--- src/rtl/uart_prog_loader.sv ---
// uart_prog_loader: receives a program image over an 8N1 UART line and writes it
// word-by-word into the program driver's memory, then raises drive when the image is complete.
// Ports: clk/rst (sync, active-high), rx (async serial in), mem_we/mem_addr/mem_wdata (write
//        port to program memory), drive (image loaded), busy (frame in progress),
//        frame_err (sticky framing error), words_loaded (words written in current frame).
// Frame format: first byte is the length N (0 or anything above the depth means full depth),
// followed by N data bytes. mem_we follows the byte's internal valid pulse by one cycle.
module uart_prog_loader #(
    parameter int CLKS_PER_BIT = 868,
    parameter int ADDR_W       = 8,
    parameter int DATA_W       = 8
) (
    input  logic              clk,
    input  logic              rst,
    input  logic              rx,
    output logic              mem_we,
    output logic [ADDR_W-1:0] mem_addr,
    output logic [DATA_W-1:0] mem_wdata,
    output logic              drive,
    output logic              busy,
    output logic              frame_err,
    output logic [ADDR_W:0]   words_loaded
);

    localparam int CNT_W = (CLKS_PER_BIT > 2) ? $clog2(CLKS_PER_BIT) : 1;
    localparam int BIT_W = $clog2(DATA_W);
    localparam int DEPTH = 1 << ADDR_W;

    localparam logic [CNT_W-1:0]  CNT_ONE   = 1;
    localparam logic [CNT_W-1:0]  BIT_LAST  = CNT_W'(CLKS_PER_BIT - 1);
    localparam logic [CNT_W-1:0]  HALF_LAST = CNT_W'(CLKS_PER_BIT / 2 - 1);
    localparam logic [BIT_W-1:0]  IDX_ONE   = 1;
    localparam logic [BIT_W-1:0]  IDX_LAST  = BIT_W'(DATA_W - 1);
    localparam logic [ADDR_W-1:0] ADDR_ONE  = 1;
    localparam logic [ADDR_W:0]   WORDS_ONE = 1;
    localparam logic [ADDR_W:0]   LEN_MAX   = DEPTH[ADDR_W:0];

    typedef enum logic [1:0] {RX_IDLE, RX_START, RX_DATA, RX_STOP} rx_state_t;
    typedef enum logic [1:0] {L_LEN, L_DATA, L_DONE}               ld_state_t;

    // Length byte decode: zero selects the full memory depth; oversize lengths are
    // clamped so the loader can never write past the top address.
    function automatic logic [ADDR_W:0] decode_len(input logic [DATA_W-1:0] b);
        if (b == '0 || int'(b) > DEPTH) begin
            decode_len = LEN_MAX;
        end else begin
            decode_len = (ADDR_W+1)'(b);
        end
    endfunction

    // ------------------------------------------------------------------
    // rx synchroniser (idles high so reset never looks like a start bit)
    // ------------------------------------------------------------------
    logic rx_meta_q, rx_s_q;

    always_ff @(posedge clk) begin
        if (rst) begin
            rx_meta_q <= 1'b1;
            rx_s_q    <= 1'b1;
        end else begin
            rx_meta_q <= rx;
            rx_s_q    <= rx_meta_q;
        end
    end

    // ------------------------------------------------------------------
    // Bit-level receiver
    // ------------------------------------------------------------------
    rx_state_t         rx_state_q, rx_state_d;
    logic [CNT_W-1:0]  cnt_q, cnt_d;
    logic [BIT_W-1:0]  bit_idx_q, bit_idx_d;
    logic [DATA_W-1:0] shift_q, shift_d;
    logic              stop_bad_q, stop_bad_d;   // bad stop bit seen, waiting for line high
    logic              byte_vld_q, byte_vld_d;
    logic              ferr_pulse_q, ferr_pulse_d;

    always_ff @(posedge clk) begin
        if (rst) begin
            rx_state_q   <= RX_IDLE;
            cnt_q        <= '0;
            bit_idx_q    <= '0;
            shift_q      <= '0;
            stop_bad_q   <= 1'b0;
            byte_vld_q   <= 1'b0;
            ferr_pulse_q <= 1'b0;
        end else begin
            rx_state_q   <= rx_state_d;
            cnt_q        <= cnt_d;
            bit_idx_q    <= bit_idx_d;
            shift_q      <= shift_d;
            stop_bad_q   <= stop_bad_d;
            byte_vld_q   <= byte_vld_d;
            ferr_pulse_q <= ferr_pulse_d;
        end
    end

    always_comb begin
        rx_state_d   = rx_state_q;
        cnt_d        = cnt_q + CNT_ONE;
        bit_idx_d    = bit_idx_q;
        shift_d      = shift_q;
        stop_bad_d   = stop_bad_q;
        byte_vld_d   = 1'b0;
        ferr_pulse_d = 1'b0;
        unique case (rx_state_q)
            RX_IDLE: begin
                cnt_d      = '0;
                bit_idx_d  = '0;
                stop_bad_d = 1'b0;
                if (!rx_s_q) begin
                    rx_state_d = RX_START;
                end
            end
            RX_START: begin
                // Mid start bit: a line already back high was only a glitch.
                if (cnt_q == HALF_LAST) begin
                    cnt_d      = '0;
                    rx_state_d = rx_s_q ? RX_IDLE : RX_DATA;
                end
            end
            RX_DATA: begin
                if (cnt_q == BIT_LAST) begin
                    cnt_d     = '0;
                    shift_d   = {rx_s_q, shift_q[DATA_W-1:1]};
                    bit_idx_d = bit_idx_q + IDX_ONE;
                    if (bit_idx_q == IDX_LAST) begin
                        rx_state_d = RX_STOP;
                    end
                end
            end
            RX_STOP: begin
                if (stop_bad_q) begin
                    // Hold here until the line idles, so a long break is one error.
                    cnt_d = cnt_q;
                    if (rx_s_q) begin
                        rx_state_d = RX_IDLE;
                    end
                end else if (cnt_q == BIT_LAST) begin
                    cnt_d = '0;
                    if (rx_s_q) begin
                        byte_vld_d = 1'b1;
                        rx_state_d = RX_IDLE;
                    end else begin
                        ferr_pulse_d = 1'b1;
                        stop_bad_d   = 1'b1;
                    end
                end
            end
            default: rx_state_d = RX_IDLE;
        endcase
    end

    // ------------------------------------------------------------------
    // Byte-level loader
    // ------------------------------------------------------------------
    ld_state_t         ld_state_q, ld_state_d;
    logic [ADDR_W:0]   len_q, len_d;
    logic              mem_we_q, mem_we_d;
    logic [ADDR_W-1:0] mem_addr_q, mem_addr_d;
    logic [DATA_W-1:0] mem_wdata_q, mem_wdata_d;
    logic              drive_q, drive_d;
    logic              busy_q, busy_d;
    logic              frame_err_q, frame_err_d;
    logic [ADDR_W:0]   words_q, words_d;

    always_ff @(posedge clk) begin
        if (rst) begin
            ld_state_q  <= L_LEN;
            len_q       <= '0;
            mem_we_q    <= 1'b0;
            mem_addr_q  <= '0;
            mem_wdata_q <= '0;
            drive_q     <= 1'b0;
            busy_q      <= 1'b0;
            frame_err_q <= 1'b0;
            words_q     <= '0;
        end else begin
            ld_state_q  <= ld_state_d;
            len_q       <= len_d;
            mem_we_q    <= mem_we_d;
            mem_addr_q  <= mem_addr_d;
            mem_wdata_q <= mem_wdata_d;
            drive_q     <= drive_d;
            busy_q      <= busy_d;
            frame_err_q <= frame_err_d;
            words_q     <= words_d;
        end
    end

    always_comb begin
        ld_state_d  = ld_state_q;
        len_d       = len_q;
        mem_we_d    = 1'b0;
        mem_addr_d  = mem_addr_q;
        mem_wdata_d = mem_wdata_q;
        drive_d     = drive_q;
        busy_d      = busy_q;
        frame_err_d = frame_err_q | ferr_pulse_q;
        words_d     = words_q;
        unique case (ld_state_q)
            L_LEN: begin
                if (byte_vld_q) begin
                    len_d      = decode_len(shift_q);
                    drive_d    = 1'b0;
                    busy_d     = 1'b1;
                    words_d    = '0;
                    mem_addr_d = '0;
                    ld_state_d = L_DATA;
                end
            end
            L_DATA: begin
                if (ferr_pulse_q) begin
                    // Abort: already written words stay in memory, driver stays stopped.
                    busy_d     = 1'b0;
                    ld_state_d = L_LEN;
                end else if (byte_vld_q) begin
                    mem_we_d    = 1'b1;
                    mem_wdata_d = shift_q;
                end
                // Address and count advance on the cycle after the strobe; completion
                // is decided here so drive rises right after the final write.
                if (mem_we_q) begin
                    mem_addr_d = mem_addr_q + ADDR_ONE;
                    words_d    = words_q + WORDS_ONE;
                    if (words_q + WORDS_ONE == len_q) begin
                        drive_d    = 1'b1;
                        busy_d     = 1'b0;
                        ld_state_d = L_DONE;
                    end
                end
            end
            L_DONE: begin
                ld_state_d = L_LEN;
            end
            default: ld_state_d = L_LEN;
        endcase
    end

    assign mem_we       = mem_we_q;
    assign mem_addr     = mem_addr_q;
    assign mem_wdata    = mem_wdata_q;
    assign drive        = drive_q;
    assign busy         = busy_q;
    assign frame_err    = frame_err_q;
    assign words_loaded = words_q;

endmodule

--- config.mk ---
export PLATFORM = sky130hd
export DESIGN_NAME = uart_prog_loader
export DESIGN_NICKNAME = d
export VERILOG_FILES = /design/src/rtl/uart_prog_loader.sv
export SDC_FILE = /design/constraint.sdc
export NUM_CORES = 1
export LEC_CHECK = 0
export ABC_AREA = 1
export CAP_MARGIN = 10
export CORE_UTILIZATION = 35
export CTS_CLUSTER_DIAMETER = 100
export CTS_CLUSTER_SIZE = 8
export DETAILED_ROUTE_END_ITERATION = 10
export MAX_ROUTING_LAYER = met4
export SLEW_MARGIN = 40
export SYNTH_ARGS = -nofsm -noshare
export SYNTH_HDL_FRONTEND = slang
export SYNTH_SLANG_ARGS = --single-unit
--- constraint.sdc ---
create_clock -name clk -period 2.7 [get_ports clk]
set_input_delay 0.54 -clock clk [delete_from_list [all_inputs] [get_ports clk]]
set_output_delay 0.54 -clock clk [all_outputs]
set_load 0.05 [all_outputs]
==> run_1/registers.png <==
The bar under the picture is 20 um long. Other sequential cells in the stronger grey, the rest of the logic in the fainter grey.
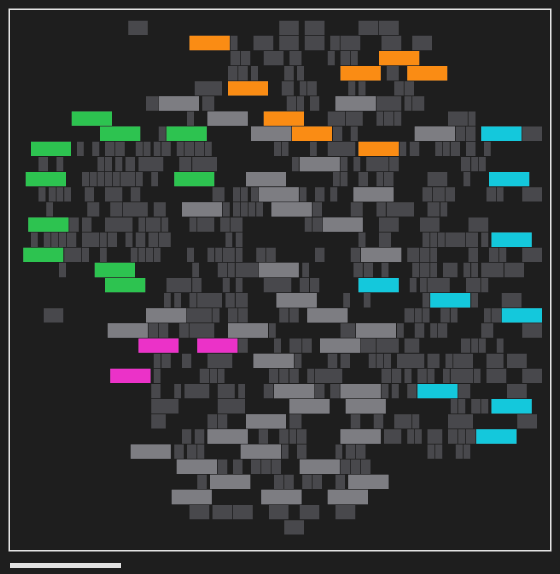
legend:
  orange:
    netlist_name: mem_addr
    sequential_cells: 8
  cyan:
    netlist_name: words_loaded
    sequential_cells: 9
  magenta:
    netlist_name: bit_idx_q
    sequential_cells: 3
  green:
    netlist_name: cnt_q
    sequential_cells: 10
not coloured: 38

==> run_1/drive_strength.png <==
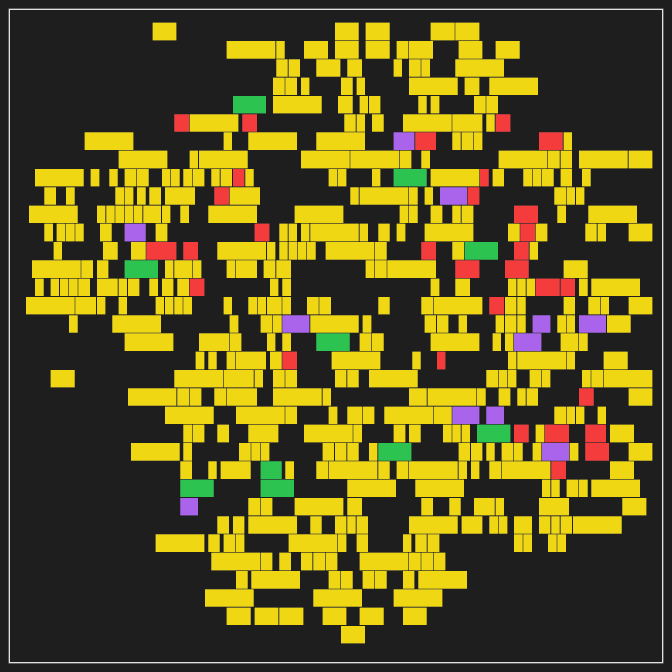
legend:
  red:
    size: drive 2
    cells: 30
    share: 6.5%
  yellow:
    size: drive 1 or less
    cells: 411
    share: 89%
  green:
    size: drive 6 and up
    cells: 10
    share: 2.2%
  purple:
    size: drive 3 to 4
    cells: 11
    share: 2.4%
area grow syn2layout: 18.52%
worst-case setup margin in the final layout: 0.4602 ns
number of non-clock buffers: 32

==> commit_impl_results.txt, run 1 <==
Update PnR metrics after Yosys + OpenROAD run

* Result of the run: finished clean
* Share of cell area taken by muxes after synthesis: 0%
* Number of clock buffer instances in the layout: 9
- The repair_antennas step left the layout with diodes totalling 0.
- Number of global-route vias before repair: 2,591
- Met1 WL: approximately 3200 um
- Signal routing reaches up to met4.
* Count of buffer and inverter cells on the critical path: 1
- Main kind of combinational logic by area: simple AND/OR/NAND/NOR gates
- Dividing the detail-routed wire length by the instance count gives 11.75 um.
- After clock tree synthesis, the flow added hold-fix buffers numbering 0.
- Broken down by cell family, the worst path's largest delay share belongs to buffers and inverters.
- By instance count after routing, the leading logic cell types are 76 x nand2_1, 68 x dfxtp_1, 53 x inv_1.
- Per the TritonCTS log, the buffer count is 9.
- Buffer cell driving the clock tree root: clkbuf_8
- Global routing used 15.96% of the available tracks across all layers.
- Clk cell area share: 4.674%
- Reported max-cap violation count: 0
- Sequential cell count: 68
* Crit Path Class: reg -> out
* FP Util: 36.26%
* Layer carrying the most global-route usage: met2
* Peak ir drop on the vdd network: ~0.26 mV
* Fin area: roughly 3700 um^2
* Synth Area in Simple Gates: 27.98%
- Top power group: registers
- Number of cells on the worst reg-to-reg path: 10
* Antenna violations before repair: 0
- The Yosys step of the flow raised 0 warnings.
- Grt met1 use: roughly a fifth
* Cell leakage power: roughly 1.4 nW
- Listed in order, past its start point the critical path passes clkdlybuf4s50_1.
* Post-Route Setup TNS: 0 ns
* 1st-pass router iterations: 4
* Type of the tightest min-delay check: reg -> reg
* Sum of met2 wire segment lengths after detailed routing: 3151 um
* Max FO, Critical Path: 7
- In this run, the clock network consumes about two fifths of the power.
- Setup repair after global routing left no endpoint under its margin.
- Register fraction of the total cell area: between 30% and 40%
- Min-Delay Startpoint: rx_meta_q
- No sink is reached through more buffers than the 2 on the longest clock path.
- Sequential Area: 1361 um^2
* Data arrival time at the worst-slack endpoint: 1.70 ns
* Int Power: about 1.4 mW
* Number of ports placed on the die boundary: 32
- Met2 track demand over resource: between 20% and 30%
* Tapcell Cnt: approximately 110
- Violation count after the first detailed-routing iteration: 103
- In the Yosys report, the sequential cells make up a little over two fifths of the chip area.
* Largest net degree at the start of global routing: 31
- Yosys-reported design area after synthesis: 3162 um^2
* Type of destination of the critical path: output port
- Worst skew pair latency: about 0.36 ns
- In this run the post-CTS setup repair buffer count came out at 0.
- Register share of total power: 52.7%
- Critical register-to-register path endpoint: cnt_q[8]
* Highest cell delay on the worst timing path: 0.86 ns
- Summed over the clock group, the power is 0.762 mW.
* Number of routed nets with antenna violations: 0
- The final timing report counts setup violations totalling 0.
- Placement row count: 34
==> run_1/final_placement.png <==
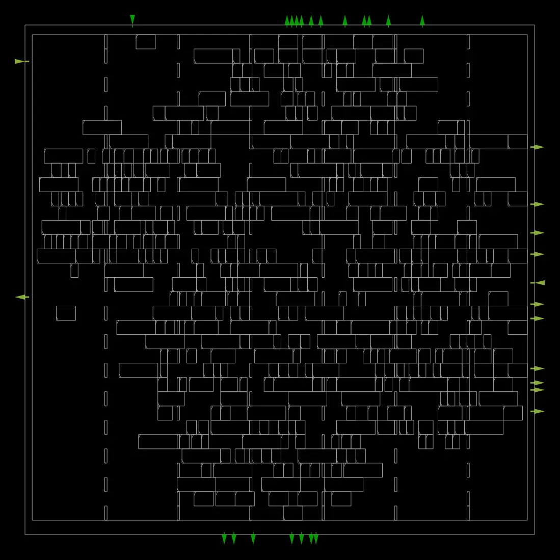
final-layout fill cell count: 891
utilization after layout: 42.97%
number of non-filler instances in the completed layout: 570

## run 1: synthesized netlist by cell type
| cell type | number | area share [%] |
|---|---|---|
| nand3_2 | 7 | 2.2 |
| nor3_1 | 9 | 1.4 |
| o22ai_1 | 1 | 0.20 |
| a211oi_1 | 1 | 0.24 |
| nor2_1 | 30 | 3.6 |
| o21bai_1 | 3 | 0.71 |
| nand3b_1 | 2 | 0.47 |
| nand3_1 | 24 | 3.8 |
| a21oi_2 | 1 | 0.28 |
| buf_2 | 1 | 0.16 |
| nand2_4 | 1 | 0.36 |
| nor4_2 | 1 | 0.40 |
| inv_1 | 53 | 6.3 |
| nor4_1 | 2 | 0.40 |
| o21ai_1 | 1 | 0.16 |
| o21ai_2 | 1 | 0.28 |
| nand4_1 | 6 | 1.2 |
| o21ai_0 | 36 | 5.7 |
| and3_1 | 1 | 0.20 |
| nor2_4 | 5 | 1.8 |
| clkbuf_1 | 5 | 0.59 |
| nand2_2 | 8 | 1.6 |
| inv_2 | 2 | 0.24 |
| ha_1 | 10 | 4.0 |
| dfxtp_1 | 68 | 43 |
| a21oi_1 | 51 | 8.1 |
| o32ai_1 | 1 | 0.28 |
| xnor2_1 | 1 | 0.28 |
| buf_4 | 1 | 0.24 |
| nor2_2 | 5 | 0.99 |
| a221oi_1 | 1 | 0.28 |
| or2_2 | 3 | 0.59 |
| xor2_1 | 2 | 0.55 |
| clkinv_1 | 1 | 0.12 |
| buf_6 | 1 | 0.36 |
| nand2_1 | 76 | 9.0 |
## run 1: stage by stage
stage          hold WS (ns)  utilization, %  power, mW
6_report             0.4108           42.97      1.963
5_1_grt              0.4383           42.97      2.052
4_1_cts              0.4126           42.97      1.991
3_5_place_dp         0.3941           40.96      1.224
3_3_place_gp         0.3970           40.96      1.219
2_1_floorplan        0.3895               -      1.185
--- run 2 (diff from run 1) ---
==> constraint.sdc (replaced) <==
create_clock -name clk -period 2.2 [get_ports clk]
set_input_delay 0.44 -clock clk [delete_from_list [all_inputs] [get_ports clk]]
set_output_delay 0.44 -clock clk [all_outputs]
set_load 0.05 [all_outputs]
==> run_2/drive_strength.png <==
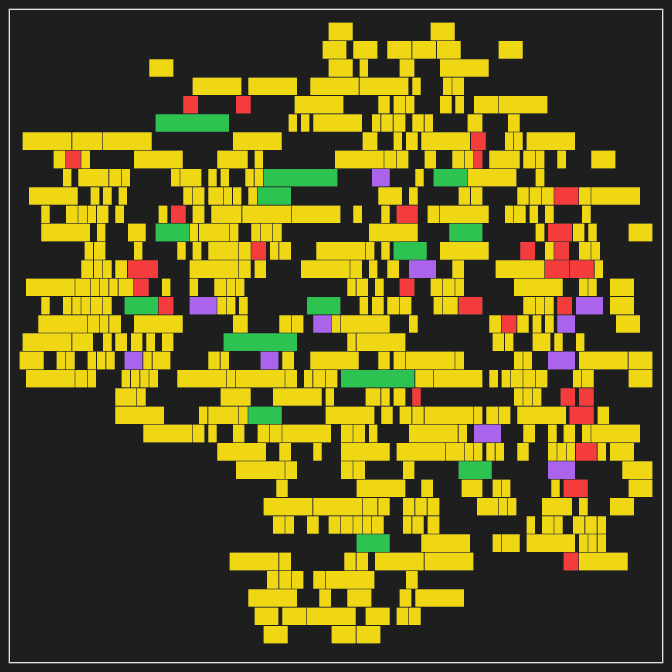
legend:
  red:
    size: drive 2
    cells: 28
    share: 6.0%
  yellow:
    size: drive 1 or less
    cells: 411
    share: 89%
  green:
    size: drive 6 and up
    cells: 14
    share: 3.0%
  purple:
    size: drive 3 to 4
    cells: 11
    share: 2.4%

==> commit_impl_results.txt, run 2 <==
Update PnR metrics after Yosys + OpenROAD run

- Result of the run: finished clean
- Area grow syn2layout: 22.16%
- Number of global-route vias before repair: 2,609
- Category of the worst setup path launch point: register
* GRT Resource Usage Total: 15.68%
- In the final routing, the length of wire on met1 measures ~3200 um.
- Mapped Cells: 422
- In this run the worst hold path is classified as reg -> reg.
- 1st-pass router iterations: 4
* Routed via count divided by cell count: 4.788
* Top cell area share: 43.06%
- H-tree level count: 3
- Per the final report, max-transition violations number 0.
- Antenna Cells: 0
- Highest cell delay on the worst timing path: between 0.8 and 0.9 ns
- Hold Crit Depth: 1
- In the post-route report, total wirelength is listed as 6711 um.
- Looking at the setup timing report, the critical path kind is reg -> out.
- Type of destination of the critical path: output port
* Max FO, Critical Path: 6
- By instance count after routing, the leading logic cell types are 76 x nand2_1, 68 x dfxtp_1, 53 x inv_1.
- STA lists the endpoint of the worst register-to-register path as ld_state_q[0].
* Total number of yosys warnings: 0
- Largest net degree at the start of global routing: 22
- Asr flop ratio synth: 0%
- The highest clock rate this design can be run at is 475.3 MHz.
- Warnings raised by the tools during the run amount to 30.
- The number of antenna violations at the first check in global routing was 0.
- Number of input and output port buffers inserted: 31
* Yosys-reported design area after synthesis: 3162 um^2
- Number of non-filler instances in the completed layout: 572
* Die width: 97.05 um
- Longest Clk Path Bufs: 2
* Dominant cell type by area after synthesis: dfxtp_1
* Total nets after synthesis: 435
- The most frequently used library cell after synthesis is nand2_1.
- The placement summary gives the final routability congestion estimate as 0.7915.
- In this run the most critical hold path is launched from rx_meta_q.
- Start point of the critical path: words_loaded[3]
* Placed Instances: 556
- Counting the buffers created by CTS gives 9.
- The power report puts the leakage power at 1.431 nW.
* Reported max-cap violation count: 0
- Worst hold slack: 0.4139 ns
* Area of the multi-input gates: approximately 1500 um^2
* Number of enable flip-flop cells: 0
* Highest routed layer: met4
- The main area contributors are dfxtp_1 43%, nand2_1 9.0%, a21oi_1 8.1%.
- Final count of negative-setup-slack endpoints: 0
- Number of cells on the worst reg-to-reg path: 10
* Hold_buf cts: 0
* Setup skew after layout: 0.01428 ns
- Peak ir drop on the vdd network: around 0.34 mV
* Synthesis-stage register bit count: about 70
- According to the finish report, the design has a final net count of 472.
* Buffer cell driving the clock tree root: clkbuf_8
* Prevailing post-synth register cell: dfxtp_1
- The synth_stat.txt file lists the number of cells as 422.
* Worst Hold End: rx_s_q
- The OpenROAD report gives the critical path a required time of 1.76 ns.
* Height of the die: ~97 um
- CTS tree: yes
* Post-Route Setup TNS: 0 ns
- Number of ports placed on the die boundary: 32
- Most instantiated cells after synthesis: 76 x nand2_1, 68 x dfxtp_1, 53 x inv_1
* Residual DRC count: 0
* Placement row count: 34
* Sequential Area: 1361 um^2
* Number of routed nets with antenna violations: 0
* Sum of met2 wire segment lengths after detailed routing: 3248 um
* Sequence of cells on the critical path: clkdlybuf4s50_1
- Actual transition at the worst max-transition pin: 0.5223 ns
- WL per Instance: 11.73 um
- Setup repair after global routing left no endpoint under its margin.
- Violation count after the first detailed-routing iteration: 115
- For the worst reg-to-reg path, the startpoint reported by OpenROAD is words_loaded[0].
- Final-layout fill cell count: 852
* Most common cell after layout, fill and taps aside: nand2_1
- Along the critical path, the tally of buffer and inverter instances is 1.
* Worst skew pair latency: 0.34 ns
* Top Family by Delay on Critical Path: buffers and inverters
* FP Util: between 30% and 40%
* Synth Seq Share: between 40 and 50%
* Data arrival time at the worst-slack endpoint: 1.66 ns
## run 2: layout make-up
| type | count | area share [%] |
|---|---|---|
| Clock buffer | 10 | 3.563 |
| Clock inverter | 6 | 3.499 |
| Inverter | 56 | 5.442 |
| Multi-Input combinational cell | 290 | 40.07 |
| Sequential cell | 68 | 35.24 |
| Tap cell | 108 | 3.499 |
| Timing Repair Buffer | 34 | 8.682 |
## run 2: kinds of logic (layout without fill, tap and decap cells)
group                      after synthesis  in the layout  share of synthesized area [%]
AOI/OAI and AO/OA                       97             97                          16.19
xor gates and xnor gates                 3              3                         0.8312
adders and majority gates               10             10                          3.957
buffers and inverters                   64            106                          7.994
DFF                                     68             68                          43.06
and+or+nand+nor                        180            180                          27.98
## run 2: layer usage
metal,vias up,track usage [%]
met5,-,-
met2,42,26.22
li1,1472,-
met4,0,5.511
met1,1218,17.87
met3,7,4.480
## run 2: stage by stage
stage	area, um^2	power, mW	util [%]	worst slack (ns)
after detailed placement	3587	1.504	41.13	0.3608
after global placement	3587	1.500	41.13	0.3931
after global routing	3862	2.996	44.29	0.02466
final	3862	2.857	44.29	0.09623
after floorplan	3162	1.454	-	0.2291
after CTS	3860	2.894	44.26	0.03655
## run 2: where the power goes
| part | leakage [nW] | switching (mW) | internal [mW] |
|---|---|---|---|
| Sequential | 0.548 | 0.0213 | 1.25 |
| Combinational | 0.754 | 0.129 | 0.0757 |
| Clock | 0.129 | 0.483 | 0.899 |
| Total | 1.43 | 0.633 | 2.22 |
## run 2: what timing repair did
item | 4_1_cts | 5_1_grt
gates resized | 0 | 1
buffers inserted | 0 | 0
endpoints found under the setup margin | 0 | 1
--- run 3 (diff from run 2) ---
--- a/config.mk
+++ b/config.mk
@@ -8,6 +8,7 @@
 export ABC_AREA = 1
 export CAP_MARGIN = 10
 export CORE_UTILIZATION = 35
+export CTS_BUF_LIST = sky130_fd_sc_hd__clkbuf_16
 export CTS_CLUSTER_DIAMETER = 100
 export CTS_CLUSTER_SIZE = 8
 export DETAILED_ROUTE_END_ITERATION = 10
==> run_3/final_placement.png <==
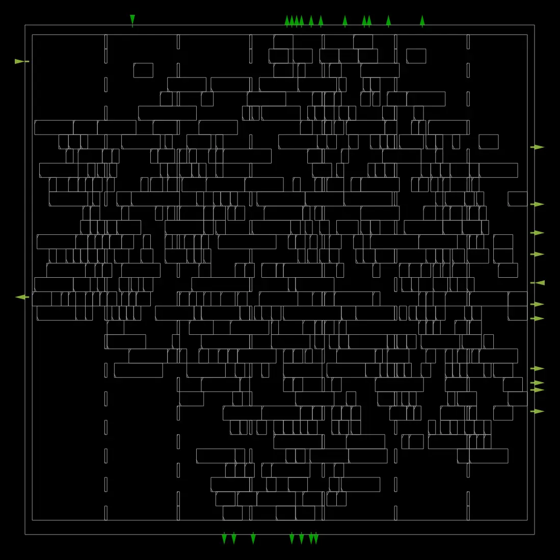
Tapcell Cnt: 108
final-layout fill cell count: 854
utilization after layout: 45.31%
area of the placeable core: 8721 um^2
register fraction of the total cell area: 34.45%

==> commit_impl_results.txt, run 3 <==
Update PnR metrics after Yosys + OpenROAD run

- The run finished with clean final reports.
- Derived from the worst setup path, the maximum achievable clock frequency is 473.2 MHz.
* Prevailing post-synth register cell: dfxtp_1
* Peak ir drop on the vdd network: around 0.46 mV
* Highest cell delay on the worst timing path: 0.86 ns
- Ranked by total cell area, the synthesized netlist is headed by dfxtp_1 43%, nand2_1 9.0%, a21oi_1 8.1%.
- Flip-flop count of the largest register, all copies and words added: 10
* Data arrival time at the worst-slack endpoint: 1.67 ns
- The longest clock path from root to sink contains 2 buffers.
- Post-cts gate resize count: 0
- Sum of met2 wire segment lengths after detailed routing: 3237 um
- The stat command in Yosys gives a chip area of 3162 um^2.
- Looking at the clock tree report, the root buffer type is clkbuf_16.
- Number of buffers added by the clock tree synthesis step: 9
- The count of nets left with antenna violations once routing finished came out at 0.
- Commonest non-fill, non-tap cells in the layout: 76 x nand2_1, 68 x dfxtp_1, 53 x inv_1
- Final net count: 472
- At floorplan, the net count of the design was reported as 435.
* Final Total Pwr: about 3.2 mW
- Reported max-cap violation count: 0
- The post-synth count of flops with an enable pin is 0.
- For this design, the CTS-stage hold fixing added 0 buffers.
- Count of buffer and inverter cells on the critical path: 1
- Summing all non-filler instances in the final layout gives an area of 3951 um^2.
- The synthesized netlist was found by Yosys to have 422 cells.
- Violation count after the first detailed-routing iteration: between 100 and 150
* Category of the worst setup path launch point: register
- Antenna violations before repair: 0
* Most instantiated cells after synthesis: 76 x nand2_1, 68 x dfxtp_1, 53 x inv_1
* Most common cell after layout, fill and taps aside: nand2_1
- Entering global routing, the biggest net connects 22 pins.
- Among all cell types in the netlist, the one instantiated most often is nand2_1.
- Setup skew after layout: 0.009350 ns
* Residual DRC count: 0
- H-tree level count: 3
- During synthesis, Yosys emitted a total of 0 warnings.
- Before antenna repair, the detailed router went through 4 iterations.
* Top Family by Delay on Critical Path: buffers and inverters
- Dividing the detail-routed wire length by the instance count gives 11.83 um.
* Worst hold slack: 0.4103 ns
* Cell area reported after detailed placement: 3587 um^2
* Dominant cell type by area after synthesis: dfxtp_1
- Per the synth stats, the proportion of register bits with asynchronous set or reset is 0%.
* Cell leakage power: 1.453 nW
- For this design the top-level I/O count stands at 32.
- The synthesized design devotes to its leading area cell type a little over two fifths of total area.
* Die width: approximately 97 um
- Final wirelength: 6767 um
- Setup repair after global routing left no endpoint under its margin.
- Global placer's final weighted congestion: ~0.79
- Note that the worst hold path type here is reg -> reg.
- Per the final report, max-transition violations number 0.
- Counting flops and latches in the post-synthesis netlist gives 68.
- Worst skew pair latency: between 0.3 and 0.4 ns
- Height of the die: 97.05 um
- Detailed-placement wirelength estimate: 4876 um
- CTS tree: yes
- Per the detail_route report, vias per standard cell equal just under 5.
* Max FO, Critical Path: 7
- The worst setup path is captured at an output port.
- At the worst endpoint, the required time is 1.76 ns.
* Number of input and output port buffers inserted: 31
- Crit Path Class: reg -> out
* Mapped Cells: 422
- After floorplanning, the core was divided into 34 placement rows.
- Number of global-route vias before repair: 2,606
- 0 antenna diodes ended up in the layout.
- After detailed routing, no signal wire sits above met4.
- Before placement the cells fill 36.26% of the core.
- Post-Route Setup TNS: 0 ns
- Number of post-CTS setup repair buffers: 0
- Area grow syn2layout: 24.97%
* Actual transition at the worst max-transition pin: about 0.52 ns
-- run 3: logic make-up after synthesis --
| family | count (synthesis) | share of synthesized area [%] |
|---|---|---|
| AND-OR/OR-AND | 97 | 16.19 |
| adder cells (fa/ha/maj) | 10 | 3.957 |
| buffers and inverters | 64 | 7.994 |
| flip-flops | 68 | 43.06 |
| XOR/XNOR | 3 | 0.8312 |
| AND/OR/NAND/NOR | 180 | 27.98 |
-- run 3: routing by layer --
layer  global-route usage (%)  up-vias
li1                         -     1469
met1                    18.01     1245
met2                    26.54       40
met3                    3.829       14
met4                    6.315        0
met5                        -        -
-- run 3: worst paths after layout --
check / startpoint / endpoint / slack, ns / cells past startpoint
setup / recovery: words_loaded[2] / words_loaded[2] / 0.09 / 1
hold reg to reg: rx_meta_q / rx_s_q / 0.41 / 1
hold / removal: rx_meta_q / rx_s_q / 0.41 / 1
setup reg to reg: words_loaded[0] / ld_state_q[0] / 0.36 / 10
-- run 3: final cells by class --
type / instances / area (um^2) / share of cell area, %
sequential: 68 / 1361 / 34.45
clock inverter: 7 / 138.9 / 3.515
tap: 108 / 135.1 / 3.420
multi-input combinational: 290 / 1548 / 39.17
clock buffer: 9 / 225.2 / 5.700
inverter: 56 / 210.2 / 5.320
timing repair buffer: 34 / 332.8 / 8.423
-- run 3: report_power, final --
group | total, mW | switching (mW) | internal, mW
logic | 0.207 | 0.131 | 0.0754
registers | 1.27 | 0.0223 | 1.25
clock network | 1.75 | 0.534 | 1.22
total | 3.23 | 0.688 | 2.54
-- run 3: metrics by stage --
| stage | std cells | setup WS, ns |
|---|---|---|
| after global routing | 572 | 0.02442 |
| after floorplan | 422 | 0.2291 |
| after global placement | 556 | 0.3931 |
| after CTS | 572 | 0.06327 |
| final | 572 | 0.08694 |
| after detailed placement | 556 | 0.3608 |
Power and IR drop assume default switching activity.
